--- src/rtl/target_power_sequencer.sv ---
// -----------------------------------------------------------------------------
// target_power_sequencer
//
// Sequences the target power switch and the target nRST line so the host can
// request a clean power cycle (power off, settle, reset hold, release) or a
// reset-only pulse. Shares the register bus with the other capture/glitch
// register blocks; read data is zero whenever this block is not addressed, so
// it can be ORed onto the common read bus.
//
// Optional feature (compile-time macro):
//   TPS_EXT_START_EN - ext_start_i is synchronised (2 flops) and its rising
//                      edge acts as a START. When undefined, ext_start_i is
//                      ignored.
//
// Ports:
//   clk_usb         buffered USB clock
//   reset_n         asynchronous active-low reset
//   reg_address     register address
//   reg_bytecnt     byte index within the addressed register
//   reg_datai       write data
//   reg_datao       read data, 0 when not addressed
//   reg_read        read strobe
//   reg_write       write strobe
//   reg_addrvalid   address valid qualifier
//   reg_hyplen      byte length of the register at reg_hypaddress
//   reg_hypaddress  length-query address
//   ext_start_i     external start request
//   targetpower_off 1 = target power switched off
//   nrst_en         1 = drive target nRST
//   nrst_o          nRST drive value
//   busy            sequence in progress
//   done_o          one-cycle pulse when a sequence completes
// -----------------------------------------------------------------------------
module target_power_sequencer #(
  parameter logic [5:0] ADDR_CTRL   = 6'd60,
  parameter logic [5:0] ADDR_TIMING = 6'd61,
  parameter int         PRESCALE    = 96000,
  parameter int         PRESCALE_W  = 17
) (
  input  logic        clk_usb,
  input  logic        reset_n,
  input  logic [5:0]  reg_address,
  input  logic [15:0] reg_bytecnt,
  input  logic [7:0]  reg_datai,
  output logic [7:0]  reg_datao,
  input  logic        reg_read,
  input  logic        reg_write,
  input  logic        reg_addrvalid,
  output logic [15:0] reg_hyplen,
  input  logic [5:0]  reg_hypaddress,
  input  logic        ext_start_i,
  output logic        targetpower_off,
  output logic        nrst_en,
  output logic        nrst_o,
  output logic        busy,
  output logic        done_o
);

  localparam logic [2:0] ST_IDLE     = 3'd0;
  localparam logic [2:0] ST_PWR_OFF  = 3'd1;
  localparam logic [2:0] ST_SETTLE   = 3'd2;
  localparam logic [2:0] ST_RST_HOLD = 3'd3;
  localparam logic [2:0] ST_RELEASE  = 3'd4;

  localparam logic [PRESCALE_W-1:0] PRE_LAST = PRESCALE_W'(PRESCALE - 1);

  logic [2:0]            state, nxt;
  logic [7:0]            t_off, t_settle, t_rst;
  logic [7:0]            sh_off, sh_settle, sh_rst;
  logic                  manual_off, rst_only, done_flag;
  logic [PRESCALE_W-1:0] pre_cnt;
  logic [7:0]            unit_cnt;

  logic       wr_en, ctrl_wr, tim_wr;
  logic       ext_edge, start_req, abort_req;
  logic       rst_only_nxt, manual_off_nxt;
  logic [7:0] timer_n;
  logic       pre_term, timer_done, seq_done;
  logic       off_nxt, en_nxt, o_nxt;

  // ---------------------------------------------------------------------------
  // External start
  // ---------------------------------------------------------------------------
`ifdef TPS_EXT_START_EN
  // Two synchroniser flops plus one history flop for edge detection: the edge
  // is seen two edges after the input rises and the sequencer moves on the
  // third.
  logic [2:0] ext_sync;

  always_ff @(posedge clk_usb or negedge reset_n) begin
    if (!reset_n) ext_sync <= '0;
    else          ext_sync <= {ext_sync[1:0], ext_start_i};
  end

  assign ext_edge = ext_sync[1] & ~ext_sync[2];
`else
  logic ext_start_unused;
  assign ext_start_unused = ext_start_i;
  assign ext_edge         = 1'b0;
`endif

  // ---------------------------------------------------------------------------
  // Write decode and sequencing requests
  // ---------------------------------------------------------------------------
  assign wr_en   = reg_write & reg_addrvalid;
  assign ctrl_wr = wr_en && (reg_address == ADDR_CTRL);
  assign tim_wr  = wr_en && (reg_address == ADDR_TIMING);

  // A CTRL write carrying START uses the RST_ONLY bit of that same write.
  assign rst_only_nxt   = ctrl_wr ? reg_datai[3] : rst_only;
  assign manual_off_nxt = ctrl_wr ? reg_datai[2] : manual_off;

  assign start_req = (ctrl_wr && reg_datai[0]) || ext_edge;
  // Turning the power off by hand in the middle of a sequence cancels it.
  assign abort_req = ctrl_wr && (reg_datai[1] || (reg_datai[2] && (state != ST_IDLE)));

  // ---------------------------------------------------------------------------
  // Timed-state length: N units of PRESCALE cycles, N = 0 lasts one cycle
  // ---------------------------------------------------------------------------
  always_comb begin
    // NOTE: every combinational output gets a default first so no path leaves
    // it unassigned, which would otherwise infer a latch.
    timer_n = 8'd0;
    case (state)
      ST_PWR_OFF:  timer_n = sh_off;
      ST_SETTLE:   timer_n = sh_settle;
      ST_RST_HOLD: timer_n = sh_rst;
      default:     timer_n = 8'd0;
    endcase
  end

  assign pre_term   = (pre_cnt == PRE_LAST);
  assign timer_done = (timer_n == 8'd0) || (pre_term && (unit_cnt == timer_n - 8'd1));

  // ---------------------------------------------------------------------------
  // Next-state logic
  // ---------------------------------------------------------------------------
  always_comb begin
    nxt = state;
    if (abort_req) begin
      nxt = ST_IDLE;
    end else begin
      case (state)
        ST_IDLE:     if (start_req) nxt = rst_only_nxt ? ST_RST_HOLD : ST_PWR_OFF;
        ST_PWR_OFF:  if (timer_done) nxt = ST_SETTLE;
        ST_SETTLE:   if (timer_done) nxt = ST_RST_HOLD;
        ST_RST_HOLD: if (timer_done) nxt = ST_RELEASE;
        ST_RELEASE:  nxt = ST_IDLE;
        default:     nxt = ST_IDLE;
      endcase
    end
  end

  assign seq_done = (state == ST_RELEASE) && (nxt == ST_IDLE);

  // Pin values are decoded from the next state and registered, so they change
  // together with the state and never glitch.
  always_comb begin
    off_nxt = 1'b0;
    en_nxt  = 1'b1;
    o_nxt   = 1'b0;
    case (nxt)
      ST_IDLE: begin
        off_nxt = manual_off_nxt;
        en_nxt  = 1'b0;
        o_nxt   = 1'b1;
      end
      ST_PWR_OFF:  off_nxt = 1'b1;
      ST_RELEASE:  o_nxt   = 1'b1;
      default: ;
    endcase
  end

  // ---------------------------------------------------------------------------
  // Sequencer state, counters and outputs
  // ---------------------------------------------------------------------------
  always_ff @(posedge clk_usb or negedge reset_n) begin
    // NOTE: sequential state uses non-blocking assignments so every flop
    // samples the pre-edge values regardless of statement order.
    if (!reset_n) begin
      state           <= ST_IDLE;
      pre_cnt         <= '0;
      unit_cnt        <= 8'd0;
      sh_off          <= 8'd100;
      sh_settle       <= 8'd10;
      sh_rst          <= 8'd5;
      targetpower_off <= 1'b0;
      nrst_en         <= 1'b0;
      nrst_o          <= 1'b1;
      busy            <= 1'b0;
      done_o          <= 1'b0;
    end else begin
      state           <= nxt;
      targetpower_off <= off_nxt;
      nrst_en         <= en_nxt;
      nrst_o          <= o_nxt;
      busy            <= (nxt != ST_IDLE);
      done_o          <= seq_done;

      // Counters restart on every state entry.
      if (nxt != state) begin
        pre_cnt  <= '0;
        unit_cnt <= 8'd0;
      end else if (state != ST_IDLE) begin
        if (pre_term) begin
          pre_cnt  <= '0;
          unit_cnt <= unit_cnt + 8'd1;
        end else begin
          pre_cnt <= pre_cnt + 1'b1;
        end
      end

      // Shadow copies freeze the timing for the whole sequence.
      if ((state == ST_IDLE) && (nxt != ST_IDLE)) begin
        sh_off    <= t_off;
        sh_settle <= t_settle;
        sh_rst    <= t_rst;
      end
    end
  end

  // ---------------------------------------------------------------------------
  // Host-visible registers
  // ---------------------------------------------------------------------------
  always_ff @(posedge clk_usb or negedge reset_n) begin
    if (!reset_n) begin
      manual_off <= 1'b0;
      rst_only   <= 1'b0;
      done_flag  <= 1'b0;
      t_off      <= 8'd100;
      t_settle   <= 8'd10;
      t_rst      <= 8'd5;
    end else begin
      if (ctrl_wr) begin
        manual_off <= reg_datai[2];
        rst_only   <= reg_datai[3];
      end

      // A completion in the same cycle as a clear keeps DONE set.
      if (seq_done)                        done_flag <= 1'b1;
      else if (ctrl_wr && reg_datai[4])    done_flag <= 1'b0;

      if (tim_wr) begin
        case (reg_bytecnt)
          16'd0:   t_off    <= reg_datai;
          16'd1:   t_settle <= reg_datai;
          16'd2:   t_rst    <= reg_datai;
          default: ;
        endcase
      end
    end
  end

  // ---------------------------------------------------------------------------
  // Read data and register length
  // ---------------------------------------------------------------------------
  always_comb begin
    reg_datao = 8'd0;
    if (reg_addrvalid && reg_read) begin
      if (reg_address == ADDR_CTRL) begin
        reg_datao = {2'b00, manual_off, done_flag, state, busy};
      end else if (reg_address == ADDR_TIMING) begin
        case (reg_bytecnt)
          16'd0:   reg_datao = t_off;
          16'd1:   reg_datao = t_settle;
          16'd2:   reg_datao = t_rst;
          default: reg_datao = 8'd0;
        endcase
      end
    end
  end

  always_comb begin
    reg_hyplen = 16'd0;
    if (reg_hypaddress == ADDR_CTRL)        reg_hyplen = 16'd1;
    else if (reg_hypaddress == ADDR_TIMING) reg_hyplen = 16'd3;
  end

endmodule

--- config.mk ---
export PLATFORM = sky130hd
export DESIGN_NAME = target_power_sequencer
export DESIGN_NICKNAME = d
export VERILOG_FILES = /design/src/rtl/target_power_sequencer.sv
export SDC_FILE = /design/constraint.sdc
export NUM_CORES = 1
export LEC_CHECK = 0
export CAP_MARGIN = 20
export CORE_UTILIZATION = 54
export CTS_BUF_LIST = sky130_fd_sc_hd__clkbuf_16
export CTS_CLUSTER_SIZE = 10
export DETAILED_ROUTE_END_ITERATION = 8
export PLACE_DENSITY = 0.8
export SLEW_MARGIN = 25
export SYNTH_ARGS = -nofsm -noshare
export SYNTH_HDL_FRONTEND = slang
export SYNTH_SLANG_ARGS = --single-unit
--- constraint.sdc ---
create_clock -name clk_usb -period 3.2 [get_ports clk_usb]
set_input_delay 0.32 -clock clk_usb [delete_from_list [all_inputs] [get_ports clk_usb]]
set_output_delay 0.32 -clock clk_usb [all_outputs]
set_load 0.01 [all_outputs]
==> Slide: Implementation Results <==
Implementation Results

STA
  • Fin crit period: 3.02 ns
  • Slew headroom: 0.509
  • Final count of pins violating max slew: 0
  • Min Hold Slack: -0.00597 ns
  • Final hold violation count: 3
  • Slew at the pin with the worst max-slew slack: 0.737 ns
  • Part of the cycle the worst path needs: 0.943
  • Layout Skew: 0.00896 ns

Power and ir drop
  • Seq pwr: 1.15 mW
  • Internal power: 2.18 mW
  • Comb group: 1.09 mW
  • Combinational share of power: 0.334
  • Register share of total power: 0.355
  • Static leakage: 2.52 nW
  • Sw Ratio: 0.329
  • PD cells: 588 nW/µm²
  • Biggest consumer: sequential cells
  • Peak supply drop: 0.306 mV
  • Switching power: 1.07 mW

Critical path
  • End of the critical path: sh_off[7]
  • Worst Setup SP: state[0]
  • Critical path fanouts, max: 11
  • CP required: 3.43 ns
  • Crit-path leading delay family: AND-OR/OR-AND gates
  • CP peak stage delay: 0.44 ns
  • Crit path buf inv count: 1
  • Worst path cell trace: buf_4, mux2i_1, a211oi_2, nor4_4, nand2_1, xor2_1, o311a_1, o31a_4, mux2i_1, a21o_1, a31o_1
  • Crit Path Category: reg2reg
  • CP arrival: 3.25 ns
  • Critical path's slowest cell: dfrtp_2
  • Crit path capture type: flip-flop
  • Reg-to-reg endpoint: sh_off[7]
  • Reg2reg path depth: 11
  • Most used cell, CP: mux2i_1
  • Crit path depth: 11
  • RR Startpoint: state[0]
  • Worst R2R Setup Slack: 0.18 ns

Die
  • IO Count: 71
  • Tapcells: 105
  • FP Util: 0.559
  • DIE AREA: 8920 µm²

Global routing
  • Layer with the highest usage: met2
  • Met2 Use GR: 0.408
  • Met3 Usage GRT: 0.0443
  • Vias in the first global route: 3685
  • Global-route usage over all layers: 0.251
  • Met1 Resource Use GR: 0.334
  • Largest net degree at the start of global routing: 83
  • First-pass GRT wire length: 17100 µm
  • GRT overflow: 0

Clocking
  • CTS Hold Bufs: 0
  • CTS tree: done
  • Resize count post-CTS: 0
  • H-Tree Depth: 3
  • CTS Buf Count: 9
  • Max clock buf depth: 2
  • Setup bufs post-CTS: 0
  • Clk latency late pin: 0.34 ns
  • Worst-path clk slew: 0.07 ns

Yosys
  • Post-Syn Area: 4610 µm²
  • Top cells, area: dfrtp_1 (36%), nand2_1 (9.6%), dfstp_2 (8.5%)
  • Post-synth top area cell: dfrtp_1
  • Mux area share: 0.0838
  • Area leader share: 0.363
  • Xor/xnor share: 0.0664
  • Main logic family after synthesis: simple AND/OR/NAND/NOR gates
  • Ys cells: 491
  • Top FF cell, synth: dfrtp_1
  • Post-synth regs: 82
  • Yosys aoi share: 0.0819
  • Unique cell types: 57
  • Mapped Cells: 491
  • AND/OR/NAND/NOR Cells, Area Fraction: 0.250
  • Sequential share of the synthesized area: 0.449
  • Count leader, synth: nand2_1
  • Yosys chip area: 4610 µm²
  • Top cells by count: nand2_1 (118), dfrtp_1 (67), nor2_1 (42), xnor2_1 (20)
  • Yosys synthesis warning count: 0

Final layout
  • Reg with most FFs: pre_cnt
  • Reg area: 2070 µm²
  • Portion of the layout cell area used by clock cells: 0.0523
  • Non-Clock Buffer Count: 75
  • Largest register FFs: 17
  • Sequential share of cell area: 0.375
  • Logic cell area: 2320 µm²
  • Ratio of cells with drive above 1 in the final layout: 0.174
  • Buffering overhead: 0.127
  • Final non-filler cell area: 5530 µm²
  • ANT cells: 0
  • Multi-input gates: 380
  • Clkbuf count: 9
  • Biggest Area Class: logic gates
  • Nets: 597

Drt
  • Routed wl met3: 509 µm
  • Final wirelength: 10100 µm
  • Antenna Nets Post-Route: 0
  • DR iter-0 viols: 197
  • Max layer used: met4
  • Met2 wire length: 4780 µm
  • WL met1: 4530 µm
  • # DRC: 0
  • Via Count: 3718
  • DR WL/cell: 15.2 µm

Placed design
  • Area post-placement: 5230 µm²
  • RD Place Congestion: 0.824

Job
  • Max_cap viols: 0

Worst hold path
  • Hold Crit Class: in2async

Outcome
  • Outcome: complete, but fails checks
  • Failing checks: hold timing
-- per-stage QoR --
| stage | utilization | power [mW] | instances | setup slack, ns | hold WS (ns) |
|---|---|---|---|---|---|
| after floorplan | - | 2.02 | 504 | 0.294 | 0.0244 |
| after global placement | 0.633 | 2.18 | 646 | 0.204 | 0.443 |
| after detailed placement | 0.633 | 2.22 | 646 | 0.0899 | 0.448 |
| after CTS | 0.668 | 3.24 | 662 | 0.0373 | 0.195 |
| after global routing | 0.670 | 3.41 | 662 | 0.0288 | 0.0700 |
| final | 0.670 | 3.25 | 662 | 0.182 | -0.00597 |
### I/O nets highlighted

Drawn at 3 px/µm.
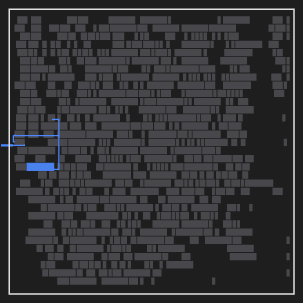
legend:
  `busy`:
    color: blue
    bits: 1
    direction: output
    end_cells: 1
    wire: 43.4 µm

### Gate-type map

Drawn at 4 px/µm.
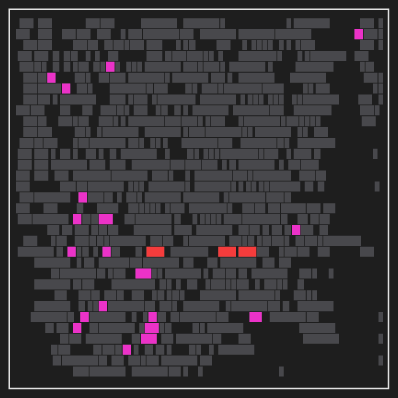
legend:
  fa/ha/maj cells:
    color: red
    cells: 3
    most_used: ha_1
  and/or cells:
    color: magenta
    cells: 19
    most_used: and3_1
Commonest Layout Cell: nand2_1
Layout Cells excl Fill: 662
logic gate fraction of the total cell area: 0.420

### Cells by drive strength

Drawn at 4 px/µm.
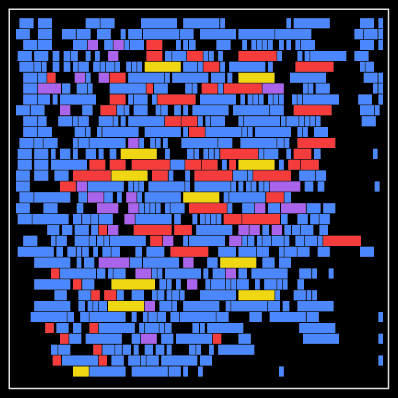
legend:
  x6 and larger:
    color: yellow
    cells: 11
  x2:
    color: red
    cells: 55
  x1 and smaller:
    color: blue
    cells: 460
  x3 and x4:
    color: purple
    cells: 31

### Ports around the boundary

Drawn at 4 px/µm. Pins as bars across the die edge, other pins in gray.
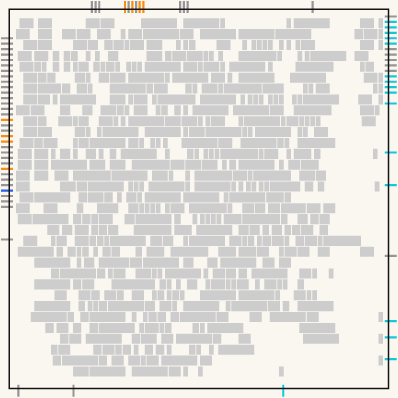
legend:
  `busy`:
    color: blue
    pins: 1
    direction: output
    edge: west
  `reg_datao`:
    color: orange
    pins: 8
    direction: output
    edge: 4 west, 4 north
  `reg_hyplen`:
    color: cyan
    pins: 16
    direction: output
    edge: 15 east, 1 south
die width: 94.4 µm
PortBufs: 55

### Cell placement

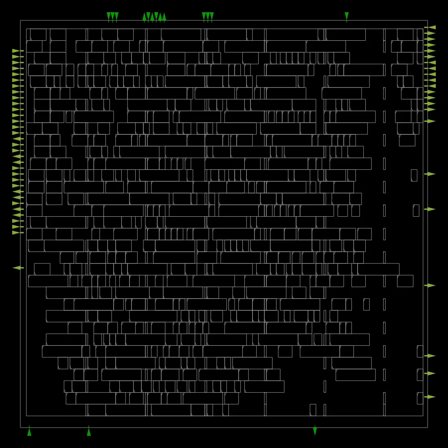
core area: 8260 µm²
# rows: 33
fillcell total: 623
Finished Core Util: 0.670
Seq cells: 82

Power figures rest on the tool's default switching activity, not on a simulated workload.
